`src/rtl/regfile_operand_fetch_pkg.sv`:
```
// Shared types for the operand fetch stage: the slot state encoding that is
// also exported on the debug port.
package regfile_operand_fetch_pkg;

  // IDLE : slot empty
  // FIRST: first valid cycle, operands come from bypass capture or read data
  // HOLD : later valid cycles, operands come from the hold registers
  typedef enum logic [1:0] {
    ST_IDLE  = 2'd0,
    ST_FIRST = 2'd1,
    ST_HOLD  = 2'd2
  } slot_state_e;

endpackage

```
`src/rtl/regfile_bypass.sv`:
```
// Write-port snoop for one source operand: compares the operand address with
// both register file write ports. Port b has priority, x0 never hits.
module regfile_bypass #(
  parameter int C_XLEN = 32,
  localparam int REG_AW = 5
) (
  input  logic [REG_AW-1:0] addr_i,
  input  logic              wr_a_i,
  input  logic [REG_AW-1:0] waddr_a_i,
  input  logic [C_XLEN-1:0] wdata_a_i,
  input  logic              wr_b_i,
  input  logic [REG_AW-1:0] waddr_b_i,
  input  logic [C_XLEN-1:0] wdata_b_i,
  output logic              hit_o,
  output logic [C_XLEN-1:0] data_o
);

  logic hit_a;
  logic hit_b;

  // Address match per port; b data wins when both ports write the same register.
  always_comb begin
    hit_a  = wr_a_i && (waddr_a_i == addr_i);
    hit_b  = wr_b_i && (waddr_b_i == addr_i);
    hit_o  = (addr_i != '0) && (hit_a || hit_b);
    data_o = hit_b ? wdata_b_i : wdata_a_i;
  end

endmodule

```
`src/rtl/regfile_operand_fetch.sv`:
```
// Operand fetch stage: single-slot buffer between issue and execute. Issues
// register file reads on accept, corrects read data with snooped writes, and
// keeps held operands coherent with writes while stalled.
//
// Handshake: a transfer happens on a cycle where valid and ready are both high
// at the rising edge (and clk_en_i is high). valid never depends on ready of
// the same interface; once exs_valid_o is high it stays high with stable
// operand meaning until the transfer completes.
module regfile_operand_fetch
  import regfile_operand_fetch_pkg::*;
#(
  parameter int C_XLEN = 32,
  localparam int REG_AW = 5
) (
  input  logic              clk_i,
  input  logic              resetb_i,
  input  logic              clk_en_i,
  input  logic              ids_valid_i,
  output logic              ids_ready_o,
  input  logic              ids_rs1_rd_i,
  input  logic              ids_rs2_rd_i,
  input  logic [REG_AW-1:0] ids_rs1_addr_i,
  input  logic [REG_AW-1:0] ids_rs2_addr_i,
  output logic              rreg_a_rd_o,
  output logic              rreg_b_rd_o,
  output logic [REG_AW-1:0] rreg_a_addr_o,
  output logic [REG_AW-1:0] rreg_b_addr_o,
  input  logic [C_XLEN-1:0] rreg_a_data_i,
  input  logic [C_XLEN-1:0] rreg_b_data_i,
  input  logic              wreg_a_wr_i,
  input  logic [REG_AW-1:0] wreg_a_addr_i,
  input  logic [C_XLEN-1:0] wreg_a_data_i,
  input  logic              wreg_b_wr_i,
  input  logic [REG_AW-1:0] wreg_b_addr_i,
  input  logic [C_XLEN-1:0] wreg_b_data_i,
  output logic              exs_valid_o,
  input  logic              exs_ready_i,
  output logic [C_XLEN-1:0] exs_rs1_data_o,
  output logic [C_XLEN-1:0] exs_rs2_data_o,
  output slot_state_e       dbg_state_o
);

  slot_state_e       state_q, state_d;
  logic              use1_q, use1_d, use2_q, use2_d;
  logic [REG_AW-1:0] addr1_q, addr1_d, addr2_q, addr2_d;
  logic              byp1_hit_q, byp1_hit_d, byp2_hit_q, byp2_hit_d;
  logic [C_XLEN-1:0] byp1_data_q, byp1_data_d, byp2_data_q, byp2_data_d;
  logic [C_XLEN-1:0] hold1_q, hold1_d, hold2_q, hold2_d;

  logic              accept;
  logic              consume;
  logic [REG_AW-1:0] cmp1_addr, cmp2_addr;
  logic              snoop1_hit, snoop2_hit;
  logic [C_XLEN-1:0] snoop1_data, snoop2_data;

  // Handshake and read-port control; read addresses are plain copies.
  always_comb begin
    exs_valid_o   = (state_q != ST_IDLE);
    ids_ready_o   = clk_en_i && (!exs_valid_o || exs_ready_i);
    accept        = ids_valid_i && ids_ready_o;
    consume       = exs_valid_o && exs_ready_i && clk_en_i;
    rreg_a_rd_o   = accept && ids_rs1_rd_i;
    rreg_b_rd_o   = accept && ids_rs2_rd_i;
    rreg_a_addr_o = ids_rs1_addr_i;
    rreg_b_addr_o = ids_rs2_addr_i;
    // Accept and held-update never coincide, so one comparator per operand suffices.
    cmp1_addr     = accept ? ids_rs1_addr_i : addr1_q;
    cmp2_addr     = accept ? ids_rs2_addr_i : addr2_q;
    dbg_state_o   = state_q;
  end

  regfile_bypass #(.C_XLEN(C_XLEN)) u_byp_rs1 (
    .addr_i    (cmp1_addr),
    .wr_a_i    (wreg_a_wr_i),
    .waddr_a_i (wreg_a_addr_i),
    .wdata_a_i (wreg_a_data_i),
    .wr_b_i    (wreg_b_wr_i),
    .waddr_b_i (wreg_b_addr_i),
    .wdata_b_i (wreg_b_data_i),
    .hit_o     (snoop1_hit),
    .data_o    (snoop1_data)
  );

  regfile_bypass #(.C_XLEN(C_XLEN)) u_byp_rs2 (
    .addr_i    (cmp2_addr),
    .wr_a_i    (wreg_a_wr_i),
    .waddr_a_i (wreg_a_addr_i),
    .wdata_a_i (wreg_a_data_i),
    .wr_b_i    (wreg_b_wr_i),
    .waddr_b_i (wreg_b_addr_i),
    .wdata_b_i (wreg_b_data_i),
    .hit_o     (snoop2_hit),
    .data_o    (snoop2_data)
  );

  // Operand select: unused/x0 operands read as zero; first cycle uses captured
  // bypass or fresh read data, later cycles use the hold registers.
  always_comb begin
    exs_rs1_data_o = '0;
    exs_rs2_data_o = '0;
    if (state_q == ST_FIRST) begin
      if (use1_q) exs_rs1_data_o = byp1_hit_q ? byp1_data_q : rreg_a_data_i;
      if (use2_q) exs_rs2_data_o = byp2_hit_q ? byp2_data_q : rreg_b_data_i;
    end else if (state_q == ST_HOLD) begin
      if (use1_q) exs_rs1_data_o = hold1_q;
      if (use2_q) exs_rs2_data_o = hold2_q;
    end
  end

  // Slot next state: load on accept, drop on consume, otherwise refresh holds.
  always_comb begin
    state_d     = state_q;
    use1_d      = use1_q;
    use2_d      = use2_q;
    addr1_d     = addr1_q;
    addr2_d     = addr2_q;
    byp1_hit_d  = byp1_hit_q;
    byp2_hit_d  = byp2_hit_q;
    byp1_data_d = byp1_data_q;
    byp2_data_d = byp2_data_q;
    hold1_d     = hold1_q;
    hold2_d     = hold2_q;
    if (accept) begin
      state_d     = ST_FIRST;
      use1_d      = ids_rs1_rd_i && (ids_rs1_addr_i != '0);
      use2_d      = ids_rs2_rd_i && (ids_rs2_addr_i != '0);
      addr1_d     = ids_rs1_addr_i;
      addr2_d     = ids_rs2_addr_i;
      byp1_hit_d  = ids_rs1_rd_i && snoop1_hit;
      byp2_hit_d  = ids_rs2_rd_i && snoop2_hit;
      byp1_data_d = snoop1_data;
      byp2_data_d = snoop2_data;
    end else if (consume) begin
      state_d = ST_IDLE;
    end else if (exs_valid_o) begin
      state_d = ST_HOLD;
      hold1_d = (use1_q && snoop1_hit) ? snoop1_data : exs_rs1_data_o;
      hold2_d = (use2_q && snoop2_hit) ? snoop2_data : exs_rs2_data_o;
    end
  end

  // State registers: reset wins over clock enable; clk_en_i low freezes everything.
  always_ff @(posedge clk_i) begin
    if (!resetb_i) begin
      state_q     <= ST_IDLE;
      use1_q      <= 1'b0;
      use2_q      <= 1'b0;
      addr1_q     <= '0;
      addr2_q     <= '0;
      byp1_hit_q  <= 1'b0;
      byp2_hit_q  <= 1'b0;
      byp1_data_q <= '0;
      byp2_data_q <= '0;
      hold1_q     <= '0;
      hold2_q     <= '0;
    end else if (clk_en_i) begin
      state_q     <= state_d;
      use1_q      <= use1_d;
      use2_q      <= use2_d;
      addr1_q     <= addr1_d;
      addr2_q     <= addr2_d;
      byp1_hit_q  <= byp1_hit_d;
      byp2_hit_q  <= byp2_hit_d;
      byp1_data_q <= byp1_data_d;
      byp2_data_q <= byp2_data_d;
      hold1_q     <= hold1_d;
      hold2_q     <= hold2_d;
    end
  end

endmodule

```
`config.mk`:
```
export PLATFORM = sky130hd
export DESIGN_NAME = regfile_operand_fetch
export DESIGN_NICKNAME = d
export VERILOG_FILES = /design/src/rtl/regfile_operand_fetch_pkg.sv /design/src/rtl/regfile_bypass.sv /design/src/rtl/regfile_operand_fetch.sv
export SDC_FILE = /design/constraint.sdc
export NUM_CORES = 1
export LEC_CHECK = 0
export CORE_ASPECT_RATIO = 0.8
export CORE_MARGIN = 2
export CORE_UTILIZATION = 45
export CTS_BUF_LIST = sky130_fd_sc_hd__clkbuf_8
export CTS_CLUSTER_DIAMETER = 30
export CTS_CLUSTER_SIZE = 25
export DETAILED_ROUTE_END_ITERATION = 8
export PLACE_DENSITY_LB_ADDON = 0.08
export SLEW_MARGIN = 40
export SYNTH_ARGS = -nofsm -noshare
export SYNTH_HDL_FRONTEND = slang
export SYNTH_SLANG_ARGS = --single-unit
export TNS_END_PERCENT = 50
```
`constraint.sdc`:
```
create_clock -name clk_i -period 2.5 [get_ports clk_i]
set_input_delay 0.5 -clock clk_i [delete_from_list [all_inputs] [get_ports clk_i]]
set_output_delay 0.5 -clock clk_i [all_outputs]
set_load 0.01 [all_outputs]
```
Sizing map:
(3 px per µm)
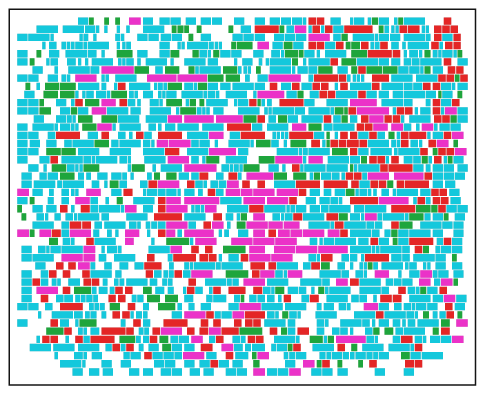
color	size	cells	most used
cyan	_0 and _1 cells	901	clkdlybuf4s50_1
red	_3 and _4 cells	241	buf_4
magenta	_6 and larger	116	buf_6
green	_2 cells	163	buf_2

M2 wires:
(2 px per µm) Cells faint in the background.
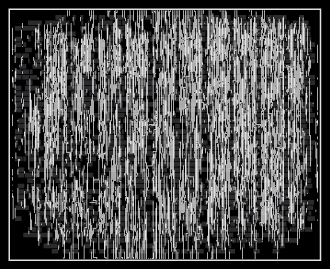
longest straight run	61.2 µm
share of all routed wire	46%
main direction	vertical
DR vias: 9725
final WL: 36200 µm

Met3 routing:
(2 px per µm)
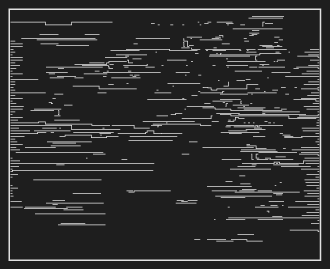
nets with wire on the layer	289
wire length on this layer	3490 µm
longest straight run	71.5 µm
main direction	horizontal
share of all routed wire	9.6%
met3 usage: 8.63%

Gate-type map:
(3 px per µm)
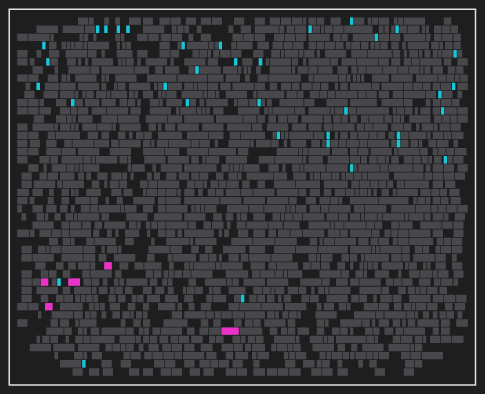
color	family	cells	most used
cyan	inv cells	35	inv_1
magenta	non-inverting ao/oa cells	5	o21a_1

==> results_dict.tcl <==
# collected from the flow reports
set metrics [dict create \
    area_leaders "dfxtp_1 (35%), mux2i_1 (16%), nand2_1 (7.7%), a211oi_1 (6.0%), o211ai_1 (6.0%)" \
    layout_setup_ws_ps -302 \
    grt_max_degree 73 \
    edf_count 0 \
    tightest_slew_ps 619 \
    layout_top_cells "buf_4 (177), clkdlybuf4s50_1 (167), dfxtp_1 (140)" \
    adder_share_pct 0 \
    ys_warn_count 0 \
    use_met2_pct 53.0 \
    antenna_found_initial 3 \
    path_delay_family "buffers and inverters" \
    power_frac_clock_pct 36.3 \
    path_cells "buf_6, o21ba_4, buf_6, nor2_8, buf_12, mux2i_4, xnor2_1, and4bb_4, buf_12, clkbuf_16, mux2i_1, o221ai_1" \
    p_seq_mw 2.43 \
    slowest_delay_ps 430 \
    critical-path-slowest-cell "and4bb_4" \
    post-route-cell-area_um2 14100 \
    crit_end "hold1_q[27]" \
    ios 237 \
    top_area_cell "dfxtp_1" \
    common_cells "nand2_1 (169), dfxtp_1 (144), mux2i_1 (129)" \
    power.group.top "sequential cells" \
    cts_tree "done" \
    cts-buffers-inserted 17 \
    drive_gt1_share_pct 36.6 \
    drt_iter0_markers 744 \
    holdCritStartpoint "exs_ready_i" \
    initCoreUtil_pct 45.5 \
    finalCriticalPeriod_ps 2800 \
    worst_hold_slack_ps 410 \
    hold_class "input port to flop" \
    place_hpwl_um 19600 \
    highest_layer "met5" \
    crit_path_start "dbg_state_o[1]" \
    ctsResizeCount 378 \
    aoi_share_pct 22.5 \
    simple_gate_area_share_pct 17.9 \
    p_switching_mw 1.68 \
    syn_area_um2 8200 \
    h-tree-depth 4 \
    synthCells 1007 \
    p_leak_nw 5.83 \
    tool_warnings 28 \
    p_total_mw 5.86 \
    dieArea_um2 19300 \
    hold_end "dbg_state_o[1]" \
    placed_area_um2 11300 \
    clock-sinks 144 \
    synth_seq_share_pct 35.2 \
    synthArstFlopShare_pct 0 \
    vdd_drop_max_mv 0.333 \
    post-place-ws_ps -791 \
    critical_path_required_ps 2820 \
    grt-ovfl-total 0 \
    grt_pass1_vias 9234 \
    grtUsageMet1_pct 42.4 \
    outcome "finished with violations" \
    tns_ps -25640 \
    dieWidth_um 155 \
    rrSetupSlack_ps -300 \
    area_delta_synth_final_pct 72.4 \
    violations "negative setup slack" \
    maxSlewHeadroom_pct 58.8 \
    viasPerCell 5.88 \
    hold_viol 0 \
    wl_met3_um 3490 \
    met2_length_um 16800 \
    fillers 1174 \
    yosys_cells 1007 \
    ctsHoldBuffers 0 \
    die_h_um 125 \
    rsz0062_at_grt "yes" \
    ant_nets 0 \
    setup_violations 174 \
    p_seq_share_pct 41.4 \
]
[cell type report]
class / instances / area (µm²) / area share (%)
diodes: 2 / 5.00 / 0.0354
clock buffers: 19 / 262 / 1.85
clock inverters: 13 / 184 / 1.30
inverters: 35 / 131 / 0.929
multi-input cells: 731 / 5600 / 39.6
flip-flops and latches: 144 / 2890 / 20.4
well taps: 230 / 288 / 2.04
repair buffers: 479 / 4780 / 33.8
[state kept, by name, summed over array words and instances, names as in the netlist]
signal	count
byp1_hit_q	1
byp1_data_q	32
use1_q	1
dbg_state_o	2
addr2_q	5
addr1_q	5
use2_q	1
byp2_hit_q	1
hold1_q	32
byp2_data_q	32
hold2_q	32
